==> src/rtl/regfile_pkg.sv <==
// Package: regfile_pkg
// Purpose: shared types and constants for the multi-port integer register
//          file (regfile_mp) and its read-port slice (rf_read_port).
// Contents:
//   clr_state_t  - clear engine state encoding (CLR_IDLE / CLR_RUN / CLR_DONE)
//   clog2_safe   - address width helper, never returns less than 1
//   XLEN_DEF     - default data width
//   NREGS_DEF    - default architectural register count
package regfile_pkg;

  localparam int XLEN_DEF  = 32;
  localparam int NREGS_DEF = 32;

  typedef enum logic [1:0] {
    CLR_IDLE = 2'd0,
    CLR_RUN  = 2'd1,
    CLR_DONE = 2'd2
  } clr_state_t;

  // A 1-bit address is the minimum so that tiny configurations still
  // produce legal vector widths.
  function automatic int clog2_safe(input int n);
    return (n <= 2) ? 1 : $clog2(n);
  endfunction

endpackage

==> src/rtl/rf_read_port.sv <==
// Module: rf_read_port
// Purpose: one combinational read port of the register file. Returns 0 for
//          x0, otherwise the highest-priority same-cycle write to the same
//          address (write-first bypass), otherwise the stored value.
// Ports:
//   rd_addr   in   AW            read address
//   rd_data   out  XLEN          read data
//   wr_en     in   NUM_WR        per-port write enables
//   wr_addr   in   NUM_WR*AW     write addresses, port w at [w*AW +: AW]
//   wr_data   in   NUM_WR*XLEN   write data, port w at [w*XLEN +: XLEN]
//   mem_flat  in   NREGS*XLEN    storage contents, entry r at [r*XLEN +: XLEN]
module rf_read_port
  import regfile_pkg::*;
#(
  parameter int XLEN   = XLEN_DEF,
  parameter int NREGS  = NREGS_DEF,
  parameter int NUM_WR = 1,
  parameter int AW     = clog2_safe(NREGS)
) (
  input  logic [AW-1:0]          rd_addr,
  output logic [XLEN-1:0]        rd_data,
  input  logic [NUM_WR-1:0]      wr_en,
  input  logic [NUM_WR*AW-1:0]   wr_addr,
  input  logic [NUM_WR*XLEN-1:0] wr_data,
  input  logic [NREGS*XLEN-1:0]  mem_flat
);

  always_comb begin
    rd_data = '0;
    if (rd_addr != '0) begin
      rd_data = mem_flat[int'(rd_addr)*XLEN +: XLEN];
      // Ascending scan: a later (higher-index) matching port overrides an
      // earlier one, mirroring the write priority in the storage array.
      // rd_addr is non-zero here, so a match implies a non-x0 write.
      for (int w = 0; w < NUM_WR; w++) begin
        if (wr_en[w] && (wr_addr[w*AW +: AW] == rd_addr)) begin
          rd_data = wr_data[w*XLEN +: XLEN];
        end
      end
    end
  end

endmodule

==> src/rtl/regfile_mp.sv <==
// Module: regfile_mp
// Purpose: parametrised multi-port integer register file. Writes commit on
//          posedge clk; reads are combinational with write-first bypass; x0
//          is hardwired to zero; a sequenced clear engine zeroes x1..xN-1
//          one register per cycle for context flush.
// Optional feature: define REGFILE_DEBUG_EN to add the dbg_addr/dbg_data
//          probe (raw storage read, no bypass). Undefined: ports absent.
// Ports:
//   clk        in   1             clock, all state on posedge
//   reset      in   1             asynchronous active-low reset
//   rd_addr    in   NUM_RD*AW     read addresses, port p at [p*AW +: AW]
//   rd_data    out  NUM_RD*XLEN   read data, port p at [p*XLEN +: XLEN]
//   wr_en      in   NUM_WR        per-port write enable
//   wr_addr    in   NUM_WR*AW     write addresses
//   wr_data    in   NUM_WR*XLEN   write data
//   clr_req    in   1             start sequenced clear (level, sampled in IDLE)
//   clr_busy   out  1             clear engine active (CLR_RUN or CLR_DONE)
//   clr_done   out  1             one-cycle pulse after last register cleared
//   dbg_addr   in   AW            (REGFILE_DEBUG_EN) probe address
//   dbg_data   out  XLEN          (REGFILE_DEBUG_EN) probe data, no bypass
//   clr_state  out  clr_state_t   clear engine state, for observation
// Handshake: clr_req is a level request with no ready; it is only looked at
//   in CLR_IDLE, so holding it high restarts a clear one cycle after the
//   CLR_DONE pulse, and asserting it while clr_busy=1 has no effect.
module regfile_mp
  import regfile_pkg::*;
#(
  parameter int XLEN   = XLEN_DEF,
  parameter int NREGS  = NREGS_DEF,
  parameter int NUM_RD = 2,
  parameter int NUM_WR = 1,
  localparam int AW    = clog2_safe(NREGS)
) (
  input  logic                   clk,
  input  logic                   reset,
  input  logic [NUM_RD*AW-1:0]   rd_addr,
  output logic [NUM_RD*XLEN-1:0] rd_data,
  input  logic [NUM_WR-1:0]      wr_en,
  input  logic [NUM_WR*AW-1:0]   wr_addr,
  input  logic [NUM_WR*XLEN-1:0] wr_data,
  input  logic                   clr_req,
  output logic                   clr_busy,
  output logic                   clr_done,
`ifdef REGFILE_DEBUG_EN
  input  logic [AW-1:0]          dbg_addr,
  output logic [XLEN-1:0]        dbg_data,
`endif
  output clr_state_t             clr_state
);

  localparam logic [AW-1:0] IDX_ONE  = AW'(1);
  localparam logic [AW-1:0] IDX_LAST = AW'(NREGS - 1);

  logic [XLEN-1:0]       mem [NREGS];
  logic [NREGS*XLEN-1:0] mem_flat;

  clr_state_t    state, state_nxt;
  logic [AW-1:0] idx, idx_nxt;
  logic          clr_step;

  // ---------------- clear engine ----------------
  always_ff @(posedge clk or negedge reset) begin
    if (!reset) begin
      state <= CLR_IDLE;
      idx   <= IDX_ONE;
    end else begin
      state <= state_nxt;
      idx   <= idx_nxt;
    end
  end

  always_comb begin
    state_nxt = state;
    idx_nxt   = idx;
    clr_step  = 1'b0;
    clr_busy  = 1'b0;
    clr_done  = 1'b0;
    unique case (state)
      CLR_IDLE: begin
        if (clr_req) begin
          state_nxt = CLR_RUN;
          idx_nxt   = IDX_ONE;
        end
      end
      CLR_RUN: begin
        clr_busy = 1'b1;
        clr_step = 1'b1;
        // Stop on the last index rather than incrementing, so idx never
        // wraps back through x0.
        if (idx == IDX_LAST) begin
          state_nxt = CLR_DONE;
          idx_nxt   = IDX_ONE;
        end else begin
          idx_nxt = idx + IDX_ONE;
        end
      end
      CLR_DONE: begin
        clr_busy  = 1'b1;
        clr_done  = 1'b1;
        state_nxt = CLR_IDLE;
      end
      default: begin
        state_nxt = CLR_IDLE;
        idx_nxt   = IDX_ONE;
      end
    endcase
  end

  assign clr_state = state;

  // ---------------- storage ----------------
  // Assignment order sets priority: the clear step first, then write ports
  // in ascending index, so a user write beats the clear and port 1 beats
  // port 0 when they target the same register.
  always_ff @(posedge clk or negedge reset) begin
    if (!reset) begin
      for (int r = 0; r < NREGS; r++) begin
        mem[r] <= '0;
      end
    end else begin
      if (clr_step) begin
        mem[idx] <= '0;
      end
      for (int w = 0; w < NUM_WR; w++) begin
        if (wr_en[w] && (wr_addr[w*AW +: AW] != '0)) begin
          mem[wr_addr[w*AW +: AW]] <= wr_data[w*XLEN +: XLEN];
        end
      end
    end
  end

  for (genvar r = 0; r < NREGS; r++) begin : g_flat
    assign mem_flat[r*XLEN +: XLEN] = mem[r];
  end

  // ---------------- read ports ----------------
  for (genvar p = 0; p < NUM_RD; p++) begin : g_rd
    rf_read_port #(
      .XLEN   (XLEN),
      .NREGS  (NREGS),
      .NUM_WR (NUM_WR),
      .AW     (AW)
    ) u_rd (
      .rd_addr  (rd_addr[p*AW +: AW]),
      .rd_data  (rd_data[p*XLEN +: XLEN]),
      .wr_en    (wr_en),
      .wr_addr  (wr_addr),
      .wr_data  (wr_data),
      .mem_flat (mem_flat)
    );
  end

`ifdef REGFILE_DEBUG_EN
  // Raw storage view: shows committed contents only, never the bypass.
  assign dbg_data = mem[dbg_addr];
`endif

endmodule

==> config.mk <==
export PLATFORM = sky130hd
export DESIGN_NAME = regfile_mp
export DESIGN_NICKNAME = d
export VERILOG_FILES = /design/src/rtl/regfile_pkg.sv /design/src/rtl/rf_read_port.sv /design/src/rtl/regfile_mp.sv
export SDC_FILE = /design/constraint.sdc
export NUM_CORES = 2
export LEC_CHECK = 0
export CAP_MARGIN = 20
export CORE_UTILIZATION = 40
export CTS_CLUSTER_SIZE = 24
export DETAILED_ROUTE_END_ITERATION = 12
export GPL_ROUTABILITY_DRIVEN = 0
export HOLD_SLACK_MARGIN = 0.02
export PLACE_DENSITY = 0.54
export SYNTH_ARGS = -nofsm -noshare
export SYNTH_HDL_FRONTEND = slang
export SYNTH_SLANG_ARGS = --single-unit
==> constraint.sdc <==
create_clock -name clk -period 2.9 [get_ports clk]
set_clock_uncertainty 0.05 [all_clocks]
set_input_delay 0.58 -clock clk [delete_from_list [all_inputs] [get_ports clk]]
set_output_delay 0.58 -clock clk [all_outputs]
set_load 0.01 [all_outputs]
==> images/layer_met1.png <==
Drawn at 1 px/um.
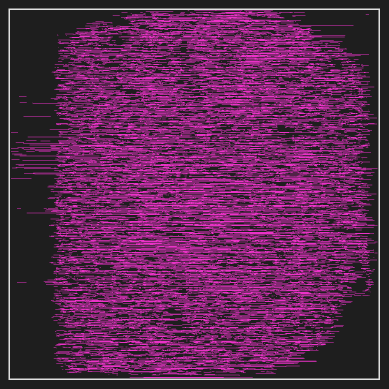
The layer holds 37% of the routed length. The wires run mostly horizontal. 4647 nets have wire on it. The layer carries 99.2 mm of wire. The longest straight run is 109 um.
vias after detailed routing: 47800
DRT Wirelength: 270 mm

==> images/detail.png <==
Window x 80 to 105, y 264 to 289 um. Cells in gray, sequential cells in the stronger gray; small squares are vias.
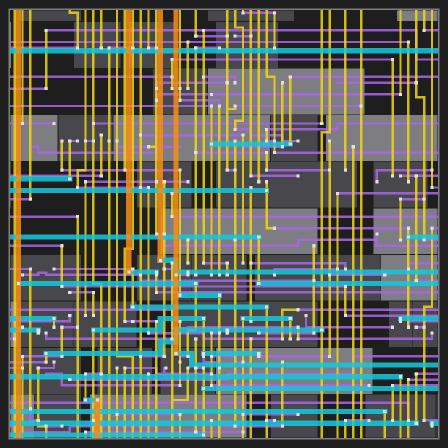
Cyan shows metal 3. Purple shows metal 1. Orange shows metal 4. Yellow shows metal 2.
29 logic cells have their middle in the window. Most frequent: a22o_1 (6), dfrtp_1 (6), buf_4 (5). Netlist names of flops here include `mem` (6). Sequential cells in the window: 6.

==> images/congestion.png <==
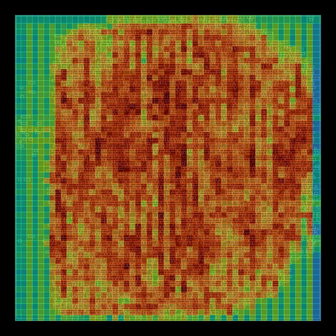
routed wirelength normalized by instance count: 40.6 um
GR Util met2: 55.7%
final cell utilization of the core: 54.3%

==> images/placement_by_type.png <==
Drawn at 1 px/um.
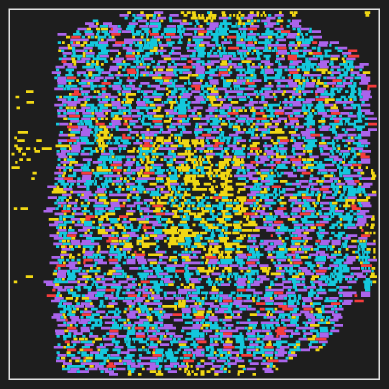
Yellow shows remaining buffers and delay cells, cells 1165. Cyan shows combinational and other logic, cells 2486. Purple shows sequential cells, cells 1031. Red shows clock drivers and dummy loads, cells 208.
row count: 134
final std cell area, no fill: 72400 um^2
share of the final layout cell area in sequential cells: 35.7%
area of the core: 133000 um^2

==> ci_impl_report.md <==
### Flow metrics

| Metric | Value |
|---|---|
| Register with the most flip-flops | mem |
| Post-Syn Area | ~54000 um^2 |
| Slack of the critical path | -557 ps |
| Initial core utilization | 40.3% |
| Reg2Reg Depth | 6 |
| Run status | finished with violations |
| Failing checks | negative setup slack |
| Met3 usage | about 13% |
| AO/OA Area Share | 22.7% |
| Largest register FFs | 1024 |
| Half-perimeter wire length after placement | 175 mm |
| Post-route total power | between 40 and 50 mW |
| Met1 Usage GRT | 51.5% |
| CTS max path bufs | 3 |
| Ratio of cells with drive above 1 in the final layout | 41.6% |
| Period utilisation layout | 119% |
| Routed met2 length | 113 mm |
| Total cells reported by yosys after synthesis | 4051 |
| Top logic cells by instance count in the layout | dfrtp_1 (1030), a22o_1 (970), buf_4 (675) |
| Final count of hold timing violations | 0 |
| Syn_nets | 4112 |
| Largest cells by area after synthesis | dfrtp_1 (48%), mux4_2 (16%), a22o_1 (16%) |
| Top layer used by detailed routing | met5 |
| Cell count after synthesis | 4051 |
| Number of failing setup endpoints in the final timing report | 64 |
| Critical path class | flop to output port |
| Mux share of post-synthesis cell area | between 20 and 25% |
| Clock tree buffer count of the final layout | 179 |
| Wire length of the first global-routing pass | 376 mm |
| Post-synthesis share of cell area spent on and, or, nand and nor gates | 2.79% |
| CTS tree | done |
| Internal power component | roughly 34 mW |
| Minimum period implied by the final worst setup slack | 3460 ps |
| Max capacitance violation total | 0 |
| Instance area at placement | 64700 um^2 |
| Ys flops | roughly 1000 |
| Slew at the pin closest to its max-slew limit | 1020 ps |
| Sequential standard cell area | 25800 um^2 |
| Max Slew Vio Count | 0 |
| Static leakage | 33.0 nW |
| H-tree depth | 3 |
No activity file was given, so power comes from the tool's default toggle rates.
